### src/rtl/vga_char_fetch.sv
// Text-mode pixel engine: tracks raster position, fetches a character code from the
// text buffer, then a glyph row from the font ROM, and serialises it into RGB444 pixels.
module vga_char_fetch #(
  parameter int          COLS     = 53,
  parameter int          ROWS     = 30,
  parameter int          TADDR_W  = 11,
  parameter logic [11:0] FG       = 12'hFFF,
  parameter logic [11:0] BG       = 12'h000,
  parameter logic        SYNC_POL = 1'b0
) (
  input  logic               clk,
  input  logic               rst_n,
  input  logic               de_in,
  input  logic               hs_in,
  input  logic               vs_in,
  output logic [TADDR_W-1:0] text_addr,
  input  logic [7:0]         text_q,
  output logic [11:0]        font_addr,
  input  logic [11:0]        font_q,
  output logic [11:0]        rgb_out,
  output logic               de_out,
  output logic               hs_out,
  output logic               vs_out
);

  localparam int COL_W = $clog2(COLS + 1);
  localparam int ROW_W = $clog2(ROWS + 1);
  localparam logic [COL_W-1:0]   COL_MAX  = COL_W'(COLS);
  localparam logic [ROW_W-1:0]   ROW_MAX  = ROW_W'(ROWS);
  localparam logic [TADDR_W-1:0] ROW_STEP = TADDR_W'(COLS);

  // Per-pixel side information that must stay aligned with the two memory reads.
  typedef struct packed {
    logic       de;
    logic       hs;
    logic       vs;
    logic       blank;
    logic [3:0] px;
    logic [3:0] py;
  } stage_t;

  // The pipeline is free-running: one pixel enters and one leaves every clock,
  // with no valid/ready handshake and no stall path.
  stage_t             st [4];
  logic [3:0]         px;
  logic [3:0]         py;
  logic [COL_W-1:0]   col;
  logic [ROW_W-1:0]   row;
  logic [TADDR_W-1:0] row_base;
  logic               frame_ok;
  logic               blank;
  logic               line_end;

  assign blank    = (col == COL_MAX) | (row == ROW_MAX) | ~frame_ok;
  assign line_end = st[0].de & ~de_in;

  always_ff @(posedge clk) begin
    if (!rst_n) begin
      px        <= 4'd0;
      py        <= 4'd0;
      col       <= '0;
      row       <= '0;
      row_base  <= '0;
      frame_ok  <= 1'b0;
      text_addr <= '0;
      font_addr <= 12'd0;
      rgb_out   <= BG;
      de_out    <= 1'b0;
      hs_out    <= ~SYNC_POL;
      vs_out    <= ~SYNC_POL;
      for (int i = 0; i < 4; i++) begin
        st[i] <= '{de: 1'b0, hs: ~SYNC_POL, vs: ~SYNC_POL, blank: 1'b0, px: 4'd0, py: 4'd0};
      end
    end else begin
      // Stage 1: text buffer address plus captured position/timing.
      if (!blank) text_addr <= row_base + TADDR_W'(col);
      st[0] <= '{de: de_in, hs: hs_in, vs: vs_in, blank: blank, px: px, py: py};
      for (int i = 1; i < 4; i++) st[i] <= st[i-1];

      // Stage 3: text_q has arrived; form the glyph-row address.
      font_addr <= {text_q, st[1].py};

      // Stage 5: font_q has arrived; bit 11 is the leftmost pixel of the cell.
      rgb_out <= (st[3].de & ~st[3].blank & font_q[4'd11 - st[3].px]) ? FG : BG;
      de_out  <= st[3].de;
      hs_out  <= st[3].hs;
      vs_out  <= st[3].vs;

      // Raster position; vsync clear beats everything, line end beats pixel advance.
      if (vs_in == SYNC_POL) begin
        px       <= 4'd0;
        col      <= '0;
        py       <= 4'd0;
        row      <= '0;
        row_base <= '0;
        frame_ok <= 1'b1;
      end else if (line_end) begin
        px  <= 4'd0;
        col <= '0;
        py  <= py + 4'd1;
        if (py == 4'd15 && row != ROW_MAX) begin
          row      <= row + ROW_W'(1);
          row_base <= row_base + ROW_STEP;
        end
      end else if (de_in) begin
        if (px == 4'd11) begin
          px <= 4'd0;
          if (col != COL_MAX) col <= col + COL_W'(1);
        end else begin
          px <= px + 4'd1;
        end
      end
    end
  end

endmodule

### config.mk
export PLATFORM = sky130hd
export DESIGN_NAME = vga_char_fetch
export DESIGN_NICKNAME = d
export VERILOG_FILES = /design/src/rtl/vga_char_fetch.sv
export SDC_FILE = /design/constraint.sdc
export NUM_CORES = 1
export LEC_CHECK = 0
export ABC_CLOCK_PERIOD_IN_PS = 5600
export CAP_MARGIN = 20
export CORE_MARGIN = 4
export CORE_UTILIZATION = 35
export CTS_BUF_LIST = sky130_fd_sc_hd__clkbuf_4 sky130_fd_sc_hd__clkbuf_8
export CTS_CLUSTER_DIAMETER = 80
export DETAILED_ROUTE_END_ITERATION = 10
export SLEW_MARGIN = 20
export SYNTH_ARGS = -nofsm -noshare
export SYNTH_HDL_FRONTEND = slang
export SYNTH_SLANG_ARGS = --single-unit
### constraint.sdc
create_clock -name clk -period 5.6 [get_ports clk]
set_input_delay 0.56 -clock clk [delete_from_list [all_inputs] [get_ports clk]]
set_output_delay 0.56 -clock clk [all_outputs]
set_load 0.01 [all_outputs]
**Zoomed window**

The bar under the picture is 10 um long. Window x 36 to 76, y 14 to 54 um. Cells in gray, sequential cells in the stronger gray; small squares are vias.
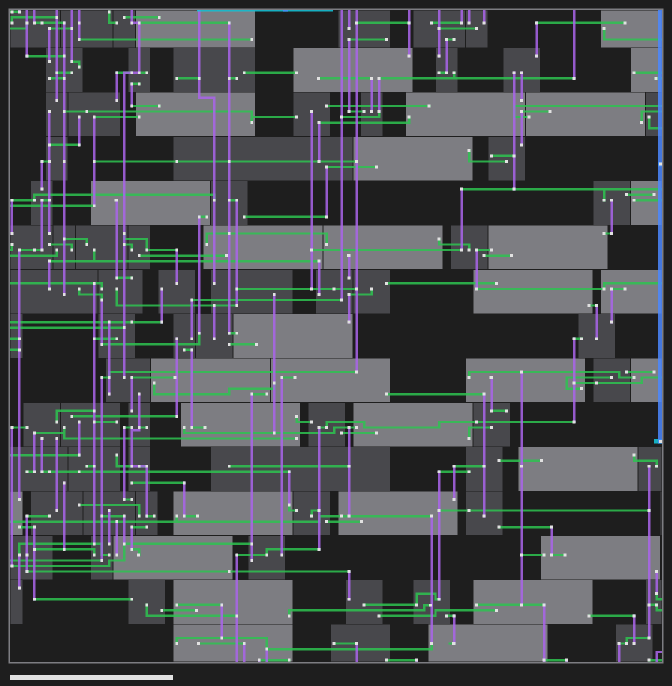
layer	color
metal 2	purple
metal 1	green
metal 4	blue
metal 3	cyan
sequential cells in the window	28
netlist names of flops here include	st (19), px (4), py (2)
cells with their middle in the window	90
most frequent	dfxtp_1 (28), and2_1 (22), nor2_1 (10)

==> results_slide.txt <==
Implementation Results

Outcome
  • Status: finished clean

STA
  • Final Hold Fails: 0
  • F_max: 0.453 GHz
  • Unrepaired setup endpoints after global routing: false
  • Fin Clk Skew: 0.00588 ns
  • Worst slew pin tran: 0.831 ns
  • Worst slew margin: 44.3%
  • Final worst path period share: 39.4%
  • Setup_tns: 0 ns

Synth
  • Area leader share: 51.4%
  • Top cells by area: dfxtp_1, and2_1, ha_1
  • Synth Warn #: 0
  • Synth Instances: 371
  • Synth Register Bits: 98
  • YS chip area: 0.00382 sq mm
  • Async SR Flop Fraction: 0%
  • Top logic family: simple AND/OR/NAND/NOR gates
  • Post-synth EDFFs: 0
  • Distinct lib cells used: 49
  • Share of the yosys chip area belonging to registers: 51.4%
  • XOR Share, Synth: 6.65%
  • AO/OA Area Share: 8.03%
  • Mapped cell area: 0.00382 sq mm
  • Cells in synth_stat.txt: 371
  • Mapped Nets: 410
  • Yosys top cell by area: dfxtp_1

Cells and area
  • Nets@finish: 455
  • Diode count: 0
  • FILL cells: 1015
  • Post-synthesis to final-layout area growth: 22.8%
  • Layout cells sized above 1: 7.84%
  • Top cells excl fill/tap: dfxtp_1, clkdlybuf4s50_1, and2_1
  • Most numerous logic cell after layout: dfxtp_1

Pwr
  • P_leak: 1.83 nW
  • Tot Pwr: 1.32 mW
  • Peak supply drop: 0.120 mV

Setup path
  • R2R Path Start: row[0]
  • Crit-path max FO: 13
  • Worst setup path start: de_in
  • WP data required: 5.82 ns
  • Classification of the worst setup path: primary input to register
  • FF-to-FF path depth: 7
  • R2R Path End: row[3]
  • Slowest stage cell, crit path: nor3_2
  • R2R setup slack: 3.47 ns
  • Largest stage delay, worst path: 0.64 ns
  • Arrival time at the worst endpoint: 2.42 ns
  • Worst setup EP type: register
  • Crit path to: row[3]

Die
  • Die area: 0.0126 sq mm
  • Standard-cell row count: 37
  • Die Span X: 112 um
  • Core Area: 0.0105 sq mm
  • Initial Util: 36.5%
  • Die Y: 112 um

Global route
  • Total track usage: 10.9%
  • Global route hottest layer: met2
  • Met3 Usage GRT: 2.86%
  • GR Overflow Total: 0
  • Met2 Usage GRT: 16.9%
  • First-pass GRT wire length: 11500 um
  • Vias in the first global route: 2496
  • Met1 Usage GRT: 14.1%
  • Initial antenna violation count: 0

Detailed routing
  • Met2 Routed Length: 2800 um
  • Via-per-instance ratio: 4.54
  • Final wirelength: 6560 um
  • Initial DRT Pass Iterations: 4
  • M1 wire length: 3290 um
  • Routed Antenna Nets: 0
  • DR top layer: met4
  • Starting DRT DRC Count: 120

Placed design
  • Sum of net half-perimeters after detailed placement: 4700 um
  • Count of buffers from port buffering: 62

Worst hold path
  • Hold path depth: 1
  • HP Start: st[3][8]
  • Hold Path Sink: rgb_out[10]
  • Hold WC Path Type: register to register

Job
  • Log Warnings: 28
  • Max-cap viol count: 0

Clock network
  • CTS H-Tree Depth: 3
  • Clk sinks: 98
  • Clk slew on worst S/H paths: 0.09 ns
  • Clock buffer depth: 2
  • Number of buffers created by CTS: 9
  • Clock Root Buffer: clkbuf_8
  • Post-CTS Resized: 0
  • Insertion Delay late pin: 0.35 ns
  • # Post-CTS Setup Buffers: 0
  • Hold-fix buffers, CTS: 0
**Signal wires on met2**

The bar under the picture is 20 um long. Cells faint in the background.
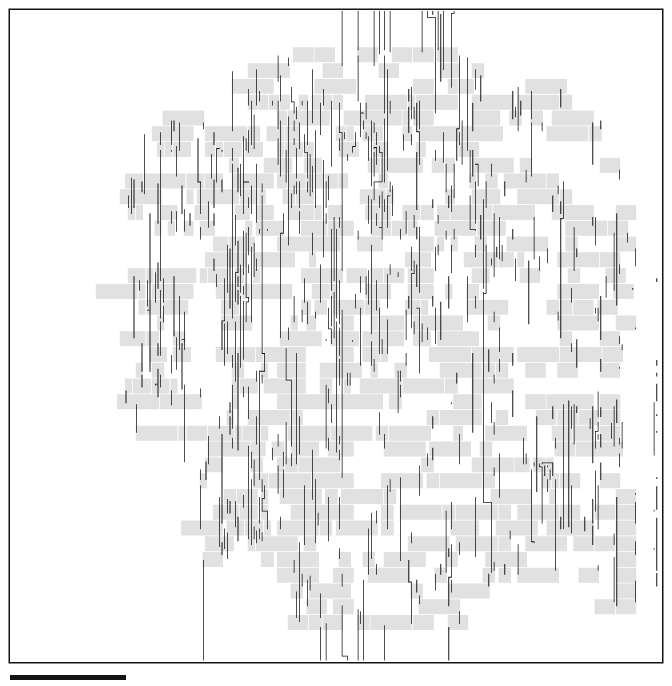
wire length on this layer	2800 um
main direction	vertical
longest straight run	36.2 um
nets with wire on the layer	367
share of all routed wire	43%

-- synthesized netlist by cell type, types with 2 or more instances --
library cell   n
inv_1          7
xnor2_1       12
a21boi_0       2
clkbuf_1      12
dfxtp_1       98
mux4_2         3
mux2i_1        4
buf_4         15
nor2b_1        6
xor2_1        17
a21oi_1       12
nand3_1        6
o311ai_1       2
o21a_1         3
and3_1         2
and2_1        44
nand2_1       17
or2_2          2
nand3b_1       2
nand2b_1      10
nand4_1        5
o21ai_0        9
or3_1          2
o211a_1        3
nor2_1        35
a211oi_1       4
a21o_1         3
ha_1          13
-- registers in the layout, summed over array words and instances, names as in the netlist --
name	count
de_out	1
frame_ok	1
px	4
hs_out	1
rgb_out	1
text_addr	11
font_addr	12
row_base	11
vs_out	1
py	4
st	40
col	6
row	5
-- layout make-up --
| class | instances | area (sq um) | area share (%) |
|---|---|---|---|
| Timing Repair Buffer | 63 | 623 | 13.3 |
| Inverter | 7 | 26.3 | 0.560 |
| Sequential cell | 98 | 1960 | 41.8 |
| Multi-Input combinational cell | 237 | 1660 | 35.3 |
| Clock inverter | 6 | 113 | 2.40 |
| Clock buffer | 10 | 138 | 2.94 |
| Tap cell | 136 | 170 | 3.63 |
-- power breakdown --
group,internal (mW),total [mW],switching [mW]
clock network,0.311,0.546,0.236
logic,0.0358,0.0608,0.0250
registers,0.708,0.713,0.00463
total,1.05,1.32,0.265
-- metrics by stage --
stage	area (sq um)	hold WS (ns)	instances
6_report	4690	0.398	557
3_5_place_dp	4440	0.394	541
2_1_floorplan	3820	0.373	371
4_1_cts	4690	0.402	557
5_1_grt	4690	0.424	557
3_3_place_gp	4440	0.392	541
-- critical path, delay by kind of cell --
family,cells,cell delay [ns]
simple gates,4,1.13
buf+inv,1,0.55
xor+xnor,1,0.17
Power figures rest on the tool's default switching activity, not on a simulated workload.
